### Signal wires by layer, run 1

Only two layers are drawn.
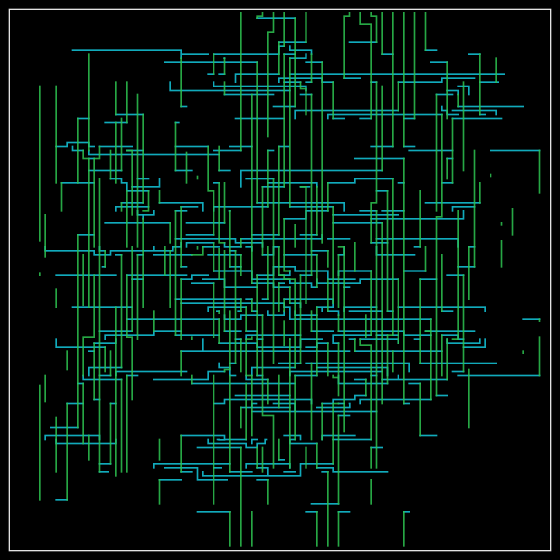
### Placement by cell class, run 1

Fill, decap, tap and diode cells in grey.
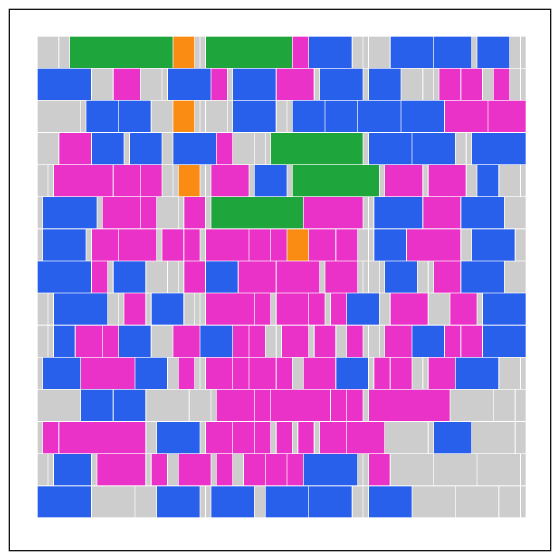
### Gate families picked out, run 1

Scale bar: 10 um.
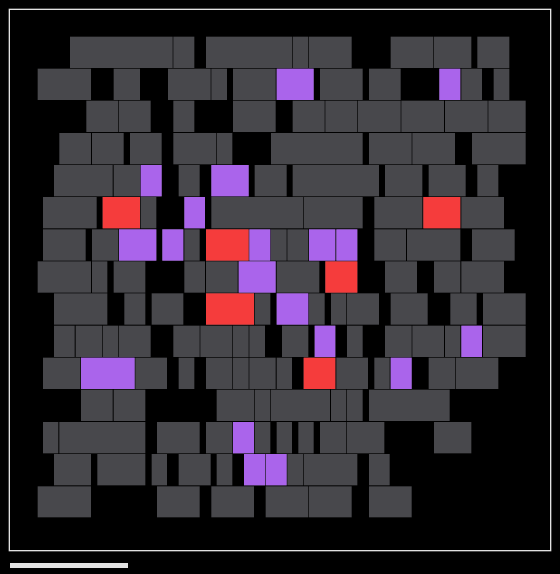
### Ports around the boundary, run 1

Pins as bars across the die edge, other pins in grey.
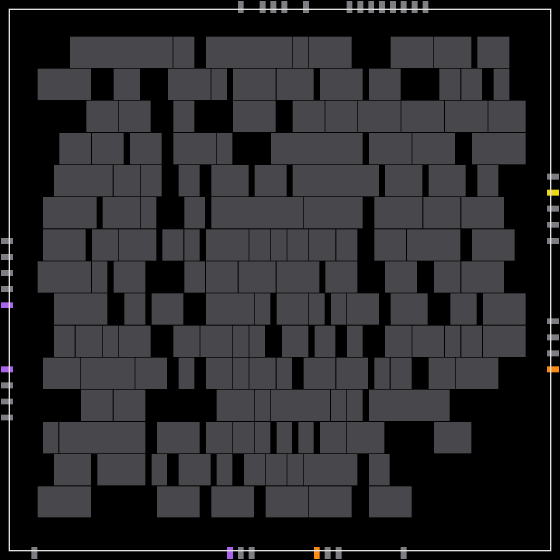
==> config.mk <==
export PLATFORM = sky130hd
export DESIGN_NAME = multicycle_controller
export DESIGN_NICKNAME = d
export VERILOG_FILES = /design/src/rtl/multicycle_controller.sv
export SDC_FILE = /design/constraint.sdc
export NUM_CORES = 1
export LEC_CHECK = 0
export CAP_MARGIN = 20
export CORE_MARGIN = 2
export CORE_UTILIZATION = 38
export CTS_BUF_LIST = sky130_fd_sc_hd__clkbuf_2
export CTS_CLUSTER_DIAMETER = 120
export DETAILED_ROUTE_END_ITERATION = 10
export PLACE_DENSITY_LB_ADDON = 0.25
export SYNTH_ARGS = -nofsm -noshare
export SYNTH_HDL_FRONTEND = slang
export SYNTH_SLANG_ARGS = --single-unit
==> constraint.sdc <==
create_clock -name clk -period 2.2 [get_ports clk]
set_input_delay 0.44 -clock clk [delete_from_list [all_inputs] [get_ports clk]]
set_output_delay 0.44 -clock clk [all_outputs]
set_load 0.01 [all_outputs]
==> results.toml <==
# generated from flow reports
[yosys]
area_leaders = "dfxtp_1 (15%), nor2_1 (8.5%), nand2_1 (7.9%)"
ys.flop_type = "dfxtp_1"
ys.flops = 5
avgSynthCellArea_sq_um = 6.553
synthCells = 101
async_flop_share_pct = 0
top_cell_area_share_pct = 15.12
ys_cells = 101
synthTopCellsByCount = "nor2_1 (15), nand2_1 (14), o21ai_0 (9), nand2b_1 (6)"
edf_count = 0
ys_seq_share_pct = 15.12
ys_area_sq_um = 661.9

[sta]
tightest_slew_ns = 0.2537
timing_hold_violations_final = 0
relSlewSlack_pct = 82.82
skew_ns = 0.004952
slew_violations = 0
period_needed_ns = 2.119

[placement]
dpl.hpwl_um = 1680
place.gp.congestion = 0.8330
dp_slack_ns = -0.4994

[finish]
finalNetCount = 177
logic_area_sq_um = 575.6
drive_gt1_share_pct = 30.19
nFillCells = 139

[grt]
use_met3_pct = 2.381
grt_use_met2_pct = 41.41
antenna_found_initial = 0
grt_overflow = 0
grt_max_degree = 17
first_global_vias = 839

[job]
warnings = 28
drv_cap = 0

[detailed_routing]
drt_iter0_markers = 20
drt_first_pass_iters = 4
ant_nets = 0
drc_errors = 0

[power_and_ir_drop]
p_leak_nw = 0.6029
finalPower_w = 0.001487

[clock_tree]
htreeDepth = 1
cts.sinks = 5
holdBufCountCts = 0
clock_path_buffers = 2
cts_tree = "built"

[worst_setup_path]
cp-end-kind = "output port"
r2r_slack_ns = 0.61
worstSetupPathType = "input port to output port"

[outcome]
status = "complete, no violations"

[min_path]
holdPathStages = 2
## Picture notes: 'Signal wires by layer'
colour	layer	wire length
green	metal 2	1,180 um
cyan	metal 1	890 um
gr usage total: 21.50%
DR WL/cell: 12.35 um
Routed WL: 2173 um
Via Count: 949

## Picture notes: 'Placement by cell class'
colour	class	cells	share of their area
green	flops	5	8.4%
blue	other buffers and delay cells	60	44%
magenta	combinational and other logic	90	46%
orange	clock drivers and dummy loads	4	1.6%
Core Box Area: 1689 sq um
num rows: 15

## Picture notes: 'Gate families picked out'
colour	family	cells
red	AND-OR and OR-AND gates	6
purple	inverting AOI/OAI gates	19
combinational share of cell area: 44.83%
final non-filler cell total: 176
most instantiated logic cell after routing: clkdlybuf4s50_1

## Picture notes: 'Ports around the boundary'
colour	port	pins	direction	edge
orange	alu_src_a	2	output	1 right, 1 bottom
yellow	ir_write	1	output	right
purple	imm_sel	3	output	2 left, 1 bottom
all pins by edge	13 top, 9 right, 9 left, 8 bottom
number of port buffers: 37
Die Ht: 45.74 um
chip width: 45.74 um

-- run 1: final cells by class --
class,count,share of cell area [%]
flip-flops and latches,5,8.285
multi-input cells,87,44.83
repair buffers,60,42.79
clock buffers,4,1.559
well taps,17,1.657
inverters,3,0.8772
-- run 1: layer usage --
metal  up-vias  part of all wire [%]
li1        473                     -
met1       442                    41
met2        32                    54
met3         2                   4.6
met4         0                  0.18
met5         -                     0
-- run 1: cell families after synthesis --
family | after synthesis | synth area share [%]
AOI/OAI and AO/OA | 25 | 25.52
buffers and inverters | 9 | 6.238
DFF | 5 | 15.12
muxes | 2 | 3.025
and+or+nand+nor | 56 | 44.80
xor gates and xnor gates | 4 | 5.294
-- run 1: worst max-delay path: stages --
cell	delay, ns
clkdlybuf4s50_1	0.39
mux2i_1	0.16
xor2_1	0.18
o21ai_1	0.08
a211o_1	0.29
buf_2	0.14
-- run 1: power by group --
part	leakage [nW]	internal, W	switching (W)
registers	0.0424	0.000130	0.0000516
logic	0.544	0.000679	0.000542
clock network	0.0166	0.0000481	0.0000369
-- run 1: per-stage QoR --
stage | cells | cell area [sq um] | util (%) | hold slack (ns)
after floorplan | 101 | 661.9 | - | 0.5091
after global placement | 170 | 1181 | 69.93 | 0.4582
after detailed placement | 170 | 1181 | 69.93 | 0.4581
after CTS | 174 | 1221 | 72.30 | 0.4721
after global routing | 176 | 1284 | 76.00 | 0.4995
final | 176 | 1284 | 76.00 | 0.4721
-- run 1: cells in the final DEF (no fill, tap or decap), drive strengths merged, types with 3 or more instances in the layout --
cell type	n
clkdlybuf4s50	24
clkbuf	4
o21ai	9
nor3	3
nor3b	3
nand2b	6
nand2	14
dlygate4sd2	4
inv	3
dfxtp	5
nor2	15
nor2b	3
dlymetal6s2s	7
or2	4
or3	3
buf	25
a21oi	3
-- run 1: what timing repair did --
item,CTS,global route
resized,19,19
pin swaps,2,4
setup endpoints to repair,9,9
buffers inserted,0,2
Power figures rest on the tool's default switching activity, not on a simulated workload.
